## src/rtl/prefix_adder_pkg.sv

```systemverilog
// Shared definitions for the prefix adder family: the chunk width of the
// combinational prefix_adder and the state encoding of the sequential wrapper.
package prefix_adder_pkg;

   localparam int CHUNK_W = 6;

   typedef enum logic [1:0] {
      IDLE = 2'd0,
      RUN  = 2'd1,
      DONE = 2'd2
   } state_t;

endpackage

```

## src/rtl/prefix_adder.sv

```systemverilog
// Combinational 6-bit Kogge-Stone prefix adder: S = X + Y + c_in, S[6] is the
// carry-out. The carry-in is folded into the generate term of bit 0 so that
// every prefix group G[i:0] already includes it.
module prefix_adder (
   input  logic [5:0] X,
   input  logic [5:0] Y,
   input  logic       c_in,
   output logic [6:0] S
);

   logic [5:0] p0;
   logic [5:0] g0;
   logic [5:0] p1;
   logic [5:0] g1;
   logic [5:0] p2;
   logic [5:0] g2;
   logic [5:0] g3;
   logic [5:0] carry;

   // Three prefix levels (span 1, 2, 4), then sum bits from the group carries.
   always_comb begin
      p0    = X ^ Y;
      g0    = (X & Y) | {5'b0, p0[0] & c_in};
      g1    = g0 | (p0 & {g0[4:0], 1'b0});
      p1    = p0 & {p0[4:0], 1'b1};
      g2    = g1 | (p1 & {g1[3:0], 2'b00});
      p2    = p1 & {p1[3:0], 2'b11};
      g3    = g2 | (p2 & {g2[1:0], 4'b0000});
      carry = {g3[4:0], c_in};
      S     = {g3[5], p0 ^ carry};
   end

endmodule

```

## src/rtl/prefix_adder_seq.sv

```systemverilog
// Multi-cycle wide adder: feeds one 6-bit chunk per cycle (LSB chunk first)
// through a single prefix_adder, carrying S[6] to the next chunk through a
// register. Operands arrive on a valid/ready input handshake; the full sum
// (with final carry-out as MSB) leaves on a valid/ready output handshake.
// Handshake rule: a transfer happens on a rising edge where valid and ready
// are both high; ready never depends combinationally on valid.
// Optional: define PREFIX_ADDER_SEQ_OVF_EN to add the signed overflow flag ovf.
import prefix_adder_pkg::*;

module prefix_adder_seq #(
   parameter int NUM_CHUNKS = 4
) (
   input  logic                           clk,
   input  logic                           rst,
   input  logic                           in_valid,
   output logic                           in_ready,
   input  logic [CHUNK_W*NUM_CHUNKS-1:0]  a,
   input  logic [CHUNK_W*NUM_CHUNKS-1:0]  b,
   input  logic                           c_in,
   output logic                           out_valid,
   input  logic                           out_ready,
   output logic [CHUNK_W*NUM_CHUNKS:0]    sum,
   output logic                           busy
`ifdef PREFIX_ADDER_SEQ_OVF_EN
   ,
   output logic                           ovf
`endif
);

   localparam int W     = CHUNK_W * NUM_CHUNKS;
   localparam int IDX_W = (NUM_CHUNKS > 1) ? $clog2(NUM_CHUNKS) : 1;
   localparam logic [IDX_W-1:0] LAST_IDX = IDX_W'(NUM_CHUNKS - 1);

   state_t             state;
   state_t             state_next;
   logic [W-1:0]       a_reg;
   logic [W-1:0]       b_reg;
   logic               carry_reg;
   logic [IDX_W-1:0]   idx;
   logic [CHUNK_W-1:0] x_chunk;
   logic [CHUNK_W-1:0] y_chunk;
   logic [CHUNK_W:0]   s_chunk;
   logic               accept;
   logic               last_chunk;

   assign accept     = in_valid && (state == IDLE);
   assign last_chunk = (idx == LAST_IDX);

   // Chunk mux: select the current operand slices for the shared adder.
   always_comb begin
      x_chunk = a_reg[idx*CHUNK_W +: CHUNK_W];
      y_chunk = b_reg[idx*CHUNK_W +: CHUNK_W];
   end

   prefix_adder u_prefix_adder (
      .X    (x_chunk),
      .Y    (y_chunk),
      .c_in (carry_reg),
      .S    (s_chunk)
   );

   // State register.
   always_ff @(posedge clk or posedge rst) begin
      if (rst) state <= IDLE;
      else     state <= state_next;
   end

   // Next-state logic: accept in IDLE, leave RUN after the last chunk,
   // leave DONE once the consumer takes the sum.
   always_comb begin
      state_next = state;
      case (state)
         IDLE:    if (in_valid)   state_next = RUN;
         RUN:     if (last_chunk) state_next = DONE;
         DONE:    if (out_ready)  state_next = IDLE;
         default:                 state_next = IDLE;
      endcase
   end

   // Handshake and status outputs decoded from the state.
   always_comb begin
      in_ready  = (state == IDLE);
      out_valid = (state == DONE);
      busy      = (state == RUN);
   end

   // Datapath: latch operands on accept, write back one chunk per RUN cycle.
   always_ff @(posedge clk or posedge rst) begin
      if (rst) begin
         a_reg     <= '0;
         b_reg     <= '0;
         carry_reg <= 1'b0;
         idx       <= '0;
         sum       <= '0;
      end else if (accept) begin
         a_reg     <= a;
         b_reg     <= b;
         carry_reg <= c_in;
         idx       <= '0;
         sum       <= '0;
      end else if (state == RUN) begin
         sum[idx*CHUNK_W +: CHUNK_W] <= s_chunk[CHUNK_W-1:0];
         carry_reg                   <= s_chunk[CHUNK_W];
         if (last_chunk) sum[W] <= s_chunk[CHUNK_W];
         else            idx    <= idx + 1'b1;
      end
   end

`ifdef PREFIX_ADDER_SEQ_OVF_EN
   // Signed overflow captured as the top chunk is written (entry to DONE);
   // the new sum MSB is bit CHUNK_W-1 of that chunk's adder output.
   always_ff @(posedge clk or posedge rst) begin
      if (rst) begin
         ovf <= 1'b0;
      end else if (accept) begin
         ovf <= 1'b0;
      end else if ((state == RUN) && last_chunk) begin
         ovf <= (a_reg[W-1] == b_reg[W-1]) && (s_chunk[CHUNK_W-1] != a_reg[W-1]);
      end
   end
`endif

endmodule
```

## config.mk

```make
export PLATFORM = sky130hd
export DESIGN_NAME = prefix_adder_seq
export DESIGN_NICKNAME = d
export VERILOG_FILES = /design/src/rtl/prefix_adder_pkg.sv /design/src/rtl/prefix_adder.sv /design/src/rtl/prefix_adder_seq.sv
export SDC_FILE = /design/constraint.sdc
export NUM_CORES = 1
export LEC_CHECK = 0
export ABC_AREA = 0
export CAP_MARGIN = 20
export CORE_MARGIN = 4
export CORE_UTILIZATION = 53
export CTS_BUF_LIST = sky130_fd_sc_hd__clkbuf_2
export CTS_CLUSTER_DIAMETER = 30
export DETAILED_ROUTE_END_ITERATION = 6
export HOLD_SLACK_MARGIN = 0.06
export PLACE_DENSITY = 0.85
export SLEW_MARGIN = 5
export SYNTH_ARGS = -nofsm -noshare
export SYNTH_HDL_FRONTEND = slang
export SYNTH_SLANG_ARGS = --single-unit
```

## constraint.sdc

```tcl
create_clock -name clk -period 4.5 [get_ports clk]
set_clock_uncertainty 0.15 [all_clocks]
set_input_delay 0.9 -clock clk [delete_from_list [all_inputs] [get_ports clk]]
set_output_delay 0.9 -clock clk [all_outputs]
set_load 0.005 [all_outputs]
```

### Cell area per tile

Scale bar: 20 um. 9 x 9 tiles, from black (low) to pale yellow (high), 0 to 100% covered.
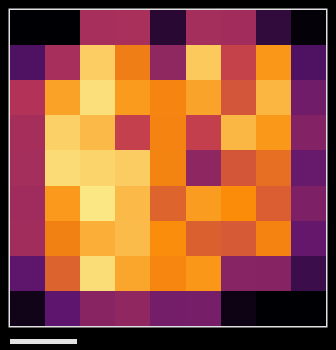
tiles over 75% full = 32%
emptiest ninth of the die = south-east
densest ninth of the die = west
fullest tile = 95%
mean over tiles = 54%
Core Util, Final: 0.678
Initial Util: 0.544

### Cells colored by class

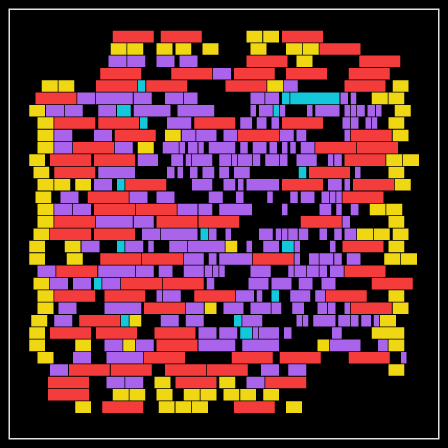
cyan -> clock drivers and dummy loads  # cells 16
yellow -> remaining buffers and delay cells  # cells 86
purple -> remaining logic cells  # cells 209
red -> registers  # cells 78
flop share of the area: 0.397
core region area: 0.00725 mm2
post-route cell area: 0.00492 mm2

### Wires at chosen ports, followed through buffers

Scale bar: 20 um.
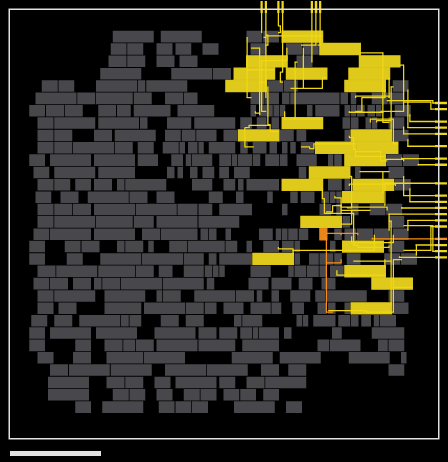
orange -> `busy`  # bits 1, direction output, edge east, end cells 1, wire 43.9 um
yellow -> `sum`  # bits 25, direction output, edge 18 east, 7 north, end cells 25, wire 731 um
Port Buffers: 80
Ports: 81

==> CHANGELOG.md <==
## Implementation

- Top Consumer: combinational cells
- # hold bufs at CTS: 0
- Final setup fails: 0
- Yosys stat chip area: around 0.0039 mm2
- Worst Hold Depth: 2
- Placed cell area: roughly 0.0048 mm2
- Post-synth ARST share: 1.00
- Crit-path max FO: 28
- Comb group: between 2 and 3 mW
- Fin Hold WS: between 300 and 400 ps
- Outcome: finished, final reports clean
- Dpl cells: 471
- Cells after Synth: 303
- Syn Nets: between 300 and 400
- N_diodes: 0
- Worst-Skew Late Latency: ~530 ps
- Met1 GRT Util: 0.257
- Clock buf/inv share: 0.0229
- Seq pwr: 1.17 mW
- Critical Path Source: idx[0]
- CP max-delay cell: fa_1
- Area of the die: about 0.0089 mm2
- Setup repair after global routing missed its margin: no
- Unique masters post-synth: roughly 58
- Rows: 31
- Post-Syn Area per Cell: 13.0 um2
- Gate Area: 0.00184 mm2
- # DRC: 0
- Commonest Layout Cell: clkdlybuf4s50_1
- Initial antenna violation count: 0
- Pwr Total: 4.07 mW
- Most numerous logic cells after layout: clkdlybuf4s50_1 (80), dfrtp_1 (78), mux2_2 (45), nand2_1 (25), nor2_1 (13)
- Cycle use final: 0.722
- Remaining Overflow, GRT: 0
- Layout cell share with drive strength beyond 1: 0.239
- Gate power share: 0.619
- RePlAce Congestion: between 0.9 and 1
- Flop area: just under 0.002 mm2
- Dominant class by area: sequential cells
- Crit-path cells: buf_4 -> mux4_2 -> fa_1 -> fa_1 -> a211oi_2 -> o21bai_1 -> a41o_1 -> a22o_1
- DP HPWL: 6590 um
- Inverters, non-clock: 8
- Worst relative slew slack: 0.557
[cell families after synthesis]
| group | count (synthesis) | share of synthesized area |
|---|---|---|
| AND-OR/OR-AND | 60 | 0.116 |
| flip-flops | 78 | 0.495 |
| XOR/XNOR | 4 | 0.00888 |
| buffers and inverters | 24 | 0.0400 |
| AND/OR/NAND/NOR | 64 | 0.0898 |
| adder cells (fa/ha/maj) | 13 | 0.0451 |
| multiplexers | 60 | 0.206 |
[cells in the mapped netlist (4+ instances only)]
library cell  count
nor2_1           13
o21ai_0          10
buf_6             6
buf_4             4
nand2_1          25
mux2_2           45
a21oi_1           7
inv_1             7
buf_2             5
ha_1             11
a22o_1            6
o21ai_1           6
mux4_2           12
dfrtp_1          78
Power and IR drop assume default switching activity.
